--- config.mk ---
export PLATFORM = sky130hd
export DESIGN_NAME = tm_pkt_tx_buf
export DESIGN_NICKNAME = d
export VERILOG_FILES = /design/src/rtl/tm_pkt_tx_buf_pkg.sv /design/src/rtl/tm_pkt_tx_buf_fifo_ram.sv /design/src/rtl/tm_pkt_tx_buf.sv
export SDC_FILE = /design/constraint.sdc
export NUM_CORES = 2
export LEC_CHECK = 0
export CAP_MARGIN = 5
export CORE_UTILIZATION = 30
export CTS_BUF_LIST = sky130_fd_sc_hd__clkbuf_2
export DETAILED_ROUTE_END_ITERATION = 7
export DONT_BUFFER_PORTS = 1
export SYNTH_ARGS = -nofsm -noshare
export SYNTH_HDL_FRONTEND = slang
export SYNTH_SLANG_ARGS = --single-unit
--- constraint.sdc ---
create_clock -name gclk -period 15.3 [get_ports gclk]
set_clock_uncertainty 0.1 [all_clocks]
set_input_delay 2.295 -clock gclk [delete_from_list [all_inputs] [get_ports gclk]]
set_output_delay 2.295 -clock gclk [all_outputs]
set_load 0.05 [all_outputs]
--- src/rtl/tm_pkt_tx_buf_pkg.sv ---
`default_nettype none
//==============================================================================
// Module : tm_pkt_tx_buf_pkg
// Purpose: Shared timing-model packet definitions (libtm slice): clock and
//          token types, the fixed 128-bit packet layout, and pack/unpack
//          helpers used by the TX capture buffer and the RX side.
// Ports  : none (package)
// Rev    : 1.0  initial release
//==============================================================================
package tm_pkt_tx_buf_pkg;

   localparam int NTHREADIDMSB = 1;
   localparam int TID_W        = NTHREADIDMSB + 1;

   // Packet geometry
   localparam int TM_PKT_W    = 128;
   localparam int NPC_LSB     = 0;
   localparam int PADDR_LSB   = 32;
   localparam int INST_LSB    = 64;
   localparam int RETIRED_BIT = 96;
   localparam int REPLAY_BIT  = 98;
   localparam int RUN_BIT     = 99;
   localparam int VALID_BIT   = 100;
   localparam int TID_LSB     = 101;
   localparam int SEQ_LSB     = 120;
   localparam int SEQ_W       = 8;

   typedef struct packed {
      logic clk;
   } iu_clk_type;

   typedef struct packed {
      logic                  valid;
      logic [NTHREADIDMSB:0] tid;
      logic [31:0]           npc;
      logic [31:0]           paddr;
      logic [31:0]           inst;
      logic                  retired;
      logic                  replay;
      logic                  run;
   } tm_cpu_ctrl_token_type;

   // Bit 97 and the gap between the tid field and the seq byte stay zero.
   function automatic logic [TM_PKT_W-1:0] tm_pkt_pack(
      input tm_cpu_ctrl_token_type tok,
      input logic [SEQ_W-1:0]      seq
   );
      logic [TM_PKT_W-1:0] p;
      p                     = '0;
      p[NPC_LSB   +: 32]    = tok.npc;
      p[PADDR_LSB +: 32]    = tok.paddr;
      p[INST_LSB  +: 32]    = tok.inst;
      p[RETIRED_BIT]        = tok.retired;
      p[REPLAY_BIT]         = tok.replay;
      p[RUN_BIT]            = tok.run;
      p[VALID_BIT]          = tok.valid;
      p[TID_LSB   +: TID_W] = tok.tid;
      p[SEQ_LSB   +: SEQ_W] = seq;
      return p;
   endfunction

   function automatic tm_cpu_ctrl_token_type tm_pkt_unpack(
      input logic [TM_PKT_W-1:0] p
   );
      tm_cpu_ctrl_token_type tok;
      tok.npc     = p[NPC_LSB   +: 32];
      tok.paddr   = p[PADDR_LSB +: 32];
      tok.inst    = p[INST_LSB  +: 32];
      tok.retired = p[RETIRED_BIT];
      tok.replay  = p[REPLAY_BIT];
      tok.run     = p[RUN_BIT];
      tok.valid   = p[VALID_BIT];
      tok.tid     = p[TID_LSB   +: TID_W];
      return tok;
   endfunction

endpackage
`default_nettype wire

--- src/rtl/tm_pkt_tx_buf_fifo_ram.sv ---
`default_nettype none
//==============================================================================
// Module : tm_pkt_fifo_ram
// Purpose: DEPTH x W distributed-RAM packet store. One synchronous write port,
//          one asynchronous read port. The array carries no reset.
// Ports  : gclk  - clock (posedge gclk.clk)
//          we    - write enable
//          waddr - write address
//          wdata - write data
//          raddr - read address
//          rdata - read data (combinational)
// Rev    : 1.0  initial release
//==============================================================================
module tm_pkt_fifo_ram
   import tm_pkt_tx_buf_pkg::*;
#(
   parameter int DEPTH = 16,
   parameter int W     = 128,
   parameter int AW    = $clog2(DEPTH)
) (
   input  iu_clk_type      gclk,
   input  logic            we,
   input  logic [AW-1:0]   waddr,
   input  logic [W-1:0]    wdata,
   input  logic [AW-1:0]   raddr,
   output logic [W-1:0]    rdata
);

   logic [W-1:0] mem [DEPTH];

   always_ff @(posedge gclk.clk) begin
      if (we) begin
         mem[waddr] <= wdata;
      end
   end

   assign rdata = mem[raddr];

endmodule
`default_nettype wire

--- src/rtl/tm_pkt_tx_buf.sv ---
`default_nettype none
//==============================================================================
// Module : tm_pkt_tx_buf
// Purpose: Captures CPU timing-model tokens, packs them into 128-bit packets,
//          buffers them and presents them to the Ethernet TX path through a
//          registered first-word-fall-through valid/ready output. Overflowing
//          packets are dropped and counted.
// Config : TM_PKT_SEQ_EN - when defined, an 8-bit sequence number is kept and
//          carried in packet bits [127:120]; otherwise those bits are zero.
// Ports  : gclk      - clock (posedge gclk.clk)
//          rst       - synchronous active-high reset
//          enable    - capture enable (draining continues when low)
//          flush     - synchronous buffer clear, counters kept
//          tok_in    - token from the CPU, captured when tok_in.valid
//          pkt_out   - packet presented to TX
//          pkt_valid - pkt_out holds a packet
//          pkt_ready - TX accepts pkt_out this cycle
//          level     - packets held, output register included
//          overflow  - sticky drop indicator
//          drop_cnt  - saturating dropped-packet count
// Rev    : 1.0  initial release
//==============================================================================
module tm_pkt_tx_buf
   import tm_pkt_tx_buf_pkg::*;
#(
   parameter int DEPTH  = 16,
   parameter int DROP_W = 16
) (
   input  iu_clk_type                 gclk,
   input  logic                       rst,
   input  logic                       enable,
   input  logic                       flush,
   input  tm_cpu_ctrl_token_type      tok_in,
   output logic [TM_PKT_W-1:0]        pkt_out,
   output logic                       pkt_valid,
   input  logic                       pkt_ready,
   output logic [$clog2(DEPTH):0]     level,
   output logic                       overflow,
   output logic [DROP_W-1:0]          drop_cnt
);

   localparam int AW = $clog2(DEPTH);
   localparam int LW = AW + 1;
   localparam logic [AW-1:0] PTR_ONE  = AW'(1);
   localparam logic [LW-1:0] LVL_FULL = LW'(DEPTH);

   logic [AW-1:0]       wr_ptr;
   logic [AW-1:0]       rd_ptr;
   logic [SEQ_W-1:0]    seq;
   logic [TM_PKT_W-1:0] pkt_in;
   logic [TM_PKT_W-1:0] ram_rdata;
   logic [LW-1:0]       ram_cnt;
   logic                ram_nonempty;
   logic                push_req;
   logic                pop;
   logic                accept;
   logic                drop;
   logic                out_load;
   logic                bypass;
   logic                ram_we;

   // Anything in flight during a flush cycle is discarded, so flush masks
   // both sides of the handshake here rather than in each consumer.
   assign push_req = enable & tok_in.valid & ~flush;
   assign pop      = pkt_valid & pkt_ready & ~flush;

   // A full buffer can still take a packet when the output drains this cycle.
   assign accept   = push_req & ((level != LVL_FULL) | pop);
   assign drop     = push_req & ~accept;

   // Entries behind the output register.
   assign ram_cnt      = level - LW'(pkt_valid);
   assign ram_nonempty = (ram_cnt != '0);

   // The output register refills whenever it is empty or being consumed.
   // With nothing queued behind it, a new packet skips the RAM entirely.
   assign out_load = ~pkt_valid | pop;
   assign bypass   = out_load & ~ram_nonempty & accept;
   assign ram_we   = accept & ~bypass;

   assign pkt_in   = tm_pkt_pack(tok_in, seq);

   tm_pkt_fifo_ram #(
      .DEPTH (DEPTH),
      .W     (TM_PKT_W),
      .AW    (AW)
   ) u_ram (
      .gclk  (gclk),
      .we    (ram_we),
      .waddr (wr_ptr),
      .wdata (pkt_in),
      .raddr (rd_ptr),
      .rdata (ram_rdata)
   );

   always_ff @(posedge gclk.clk) begin
      if (rst) begin
         wr_ptr    <= '0;
         rd_ptr    <= '0;
         level     <= '0;
         pkt_out   <= '0;
         pkt_valid <= 1'b0;
         overflow  <= 1'b0;
         drop_cnt  <= '0;
      end else if (flush) begin
         wr_ptr    <= '0;
         rd_ptr    <= '0;
         level     <= '0;
         pkt_out   <= '0;
         pkt_valid <= 1'b0;
      end else begin
         level <= level + LW'(accept) - LW'(pop);

         if (ram_we) begin
            wr_ptr <= wr_ptr + PTR_ONE;
         end

         if (out_load) begin
            if (ram_nonempty) begin
               pkt_out   <= ram_rdata;
               pkt_valid <= 1'b1;
               rd_ptr    <= rd_ptr + PTR_ONE;
            end else if (accept) begin
               pkt_out   <= pkt_in;
               pkt_valid <= 1'b1;
            end else begin
               pkt_valid <= 1'b0;
            end
         end

         if (drop) begin
            overflow <= 1'b1;
            if (drop_cnt != '1) begin
               drop_cnt <= drop_cnt + DROP_W'(1);
            end
         end
      end
   end

`ifdef TM_PKT_SEQ_EN
   // Advances only on accepted packets so the host sees a gap exactly when
   // buffered data was lost downstream, never for capture-side drops.
   always_ff @(posedge gclk.clk) begin
      if (rst) begin
         seq <= '0;
      end else if (accept) begin
         seq <= seq + SEQ_W'(1);
      end
   end
`else
   assign seq = '0;
`endif

endmodule
`default_nettype wire

==> flow_metrics.py <==
# Synthesis and PnR figures
metrics = {
    "synthesis": {
        "ys_sh_xor": 0.00236,
        "synth_area_um2": 66900,
        "synth-seq-cells": 1769,
        "ys_cells": 3191,
        "syn_inst": 3191,
        "mux_share": 0.138,
        "ys_area_um2": 66900,
        "synthArstFlopShare": 0,
        "adder_share": 0.00292,
        "syn_avg_cell_area_um2": 21.0,
        "ys_warn_count": 0,
        "synthDominantCellAreaShare": 0.733,
        "ys_sh_aoi": 0.0399,
        "synthDistinctLibCells": 52,
        "synth-main-ff-cell": "edfxtp_1",
        "ys_seq_frac": 0.774,
        "largest_area_cell": "edfxtp_1",
        "simple_gate_area_frac": 0.0232,
        "yosys-top-cells-count": "edfxtp_1, mux4_2, o22ai_1",
    },
    "route": {
        "wl_met1_mm": 66.0,
        "drc": 0,
        "wl_met2_mm": 81.8,
        "route.met3.wl_mm": 12.0,
        "via_per_inst": 4.87,
        "firstDrtPassIters": 5,
        "antenna_left": 0,
        "dr.max_layer_used": "met4",
    },
    "placement": {
        "dp_hpwl_mm": 82.9,
        "dpl_worst_slack_ns": 9.02,
        "routabilityCongestion": 0.730,
        "dp_cells": 5992,
        "placed_cell_area_um2": 69900,
        "port_buffers": 0,
    },
    "worst_setup_path": {
        "critPathKind": "reg2reg",
        "r2r-start": "level[1]",
        "cp.required_ns": 16.44,
        "crit_buf_inv": 2,
        "cp.arrival_ns": 6.32,
        "cpLargestDelayFamily": "buffers and inverters",
        "max_stage_delay_ns": 1.03,
        "startpoint": "level[1]",
        "r2r_cells": 7,
        "crit_cells": 7,
        "worstSetupStartpointType": "flop",
        "r2r_slack_ns": 10.13,
        "endpoint": "u_ram.mem[6][28]",
        "r2r_end": "u_ram.mem[6][28]",
        "cp_slowest_cell": "and3_4",
        "end_kind": "flop",
    },
    "global_routing": {
        "antenna_found_initial": 6,
        "grt_max_degree": 204,
        "grt_pass1_vias": 35200,
        "grt_busiest_layer": "met2",
        "gr-usage-met3": 0.0397,
        "grt.overflow.total": 0,
        "grt_pass1_wl_mm": 237,
    },
    "timing": {
        "setup_viol": 0,
        "max_freq_mhz": 193,
        "finalSetupTns_ns": 0,
        "rsz0062_at_grt": "false",
        "relSlewSlack": 0.152,
        "tightest_slew_ns": 1.27,
        "fin_crit_ns": 5.17,
        "setup_slack_ns": 10.13,
        "finalCritPeriodShare": 0.338,
        "final_max_slew_viol_count": 0,
    },
    "cts": {
        "cts.path.max_buffers": 4,
        "cts_tree": "built",
        "insertion_delay_ns": 1.76,
        "cts_setup_buffers": 0,
        "postCtsResizedCells": 0,
        "cts_buffers": 436,
        "holdBufCountCts": 0,
        "clockRootBuffer": "clkbuf_2",
        "clk_pin_slew_worst_paths_ns": 0.11,
        "cts.sinks": 1769,
    },
    "floorplanning": {
        "fp_util": 0.303,
        "dieArea_um2": 225000,
        "nWellTaps": 2958,
        "die_w_um": 474,
        "ios": 258,
        "die-height_um": 474,
    },
    "finish": {
        "seq_area_frac": 0.701,
        "sh_comb_area": 0.190,
        "seq_area_um2": 51800,
        "nClkBuffers": 676,
        "area_growth_pct": 10.3,
        "buf_share": 0.00502,
        "nets": 3594,
        "nNonClkBuffers": 41,
        "final_cell_mix": "edfxtp_1, clkbuf_2, mux4_2",
        "largest_cell_class": "registers",
        "final_common_cell": "edfxtp_1",
        "logic_gates": 1213,
        "largest_reg_flops": 1632,
        "logic_area_um2": 14000,
        "top_register": "u_ram.mem",
        "antennaDiodeCount": 12,
        "n_sequential_cell": 1769,
    },
    "power": {
        "irDropWorstVdd_mv": 0.0828,
        "power.group.top": "registers",
        "p_int_mw": 6.76,
        "switching_share": 0.260,
        "p_comb_frac": 0.066,
        "p_comb_uw": 606,
        "p_per_area_nw_per_um2": 124,
        "pg_seq_mw": 5.49,
        "pg_clk_mw": 3.05,
    },
    "hold_path": {
        "hold_depth": 2,
        "min-delay-start": "rd_ptr[1]",
    },
    "outcome": {
        "status": "complete, no violations",
    },
    "job": {
        "drv_cap": 0,
    },
}
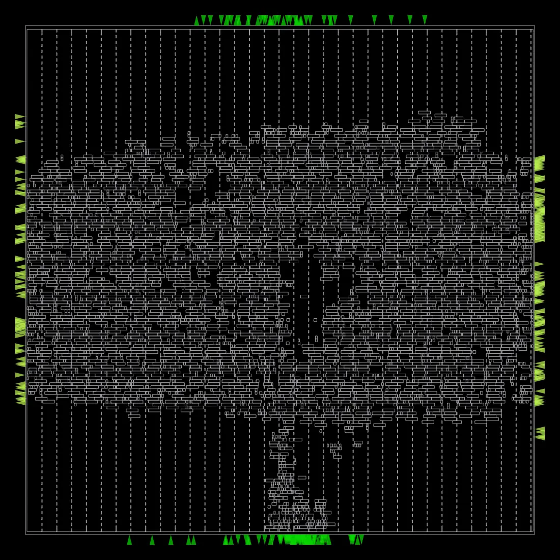
(cell outlines without signal wires)
Finished Layout Cells: 6781
number of fill cells: 21000
# rows: 172

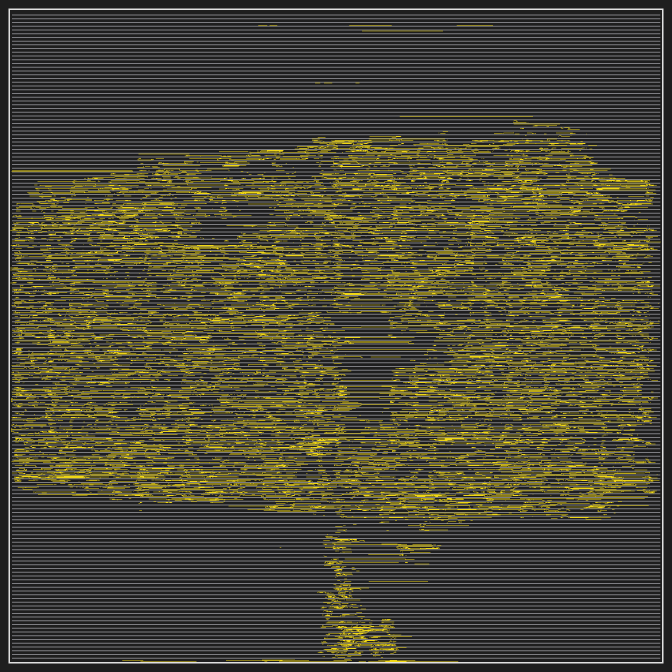
(M1 wires)
Supply wires on this layer in gray.
share of all routed wire	41%
longest straight run	96.6 um
wire length on this layer	66.0 mm
drt total wl: 163 mm
routed via count: 33000
M1 GR Usage: 0.178

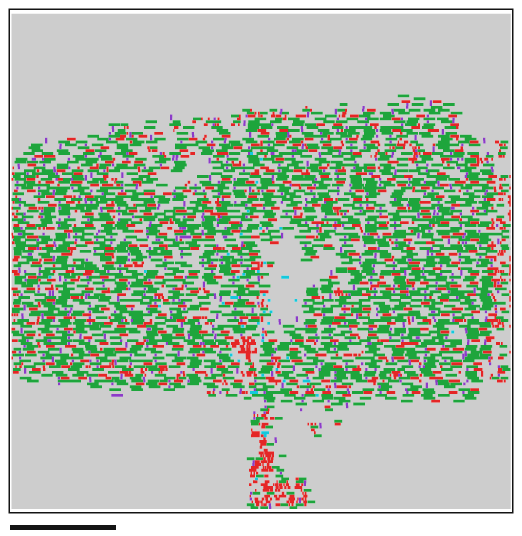
(placed cells, one color a class)
Bar = 100 um. Fill, decap, tap and diode cells in gray.
color	class	cells
cyan	remaining buffers and delay cells	41
green	sequential cells	1769
red	combinational and other logic	1224
purple	clock drivers and dummy loads	777
core box area: 221000 um2
fin util: 0.334
design area: 73800 um2

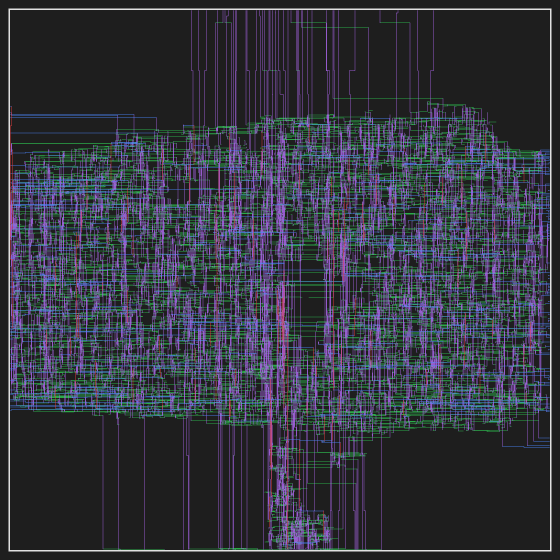
(wiring by layer)
color	layer	wire length
blue	metal 3	12000 um
purple	metal 2	81.8 mm
red	metal 4	3170 um
green	metal 1	66.0 mm
GRT Total Usage: 0.144
Wirelength per Cell: 24.0 um

Power figures rest on the tool's default switching activity, not on a simulated workload.
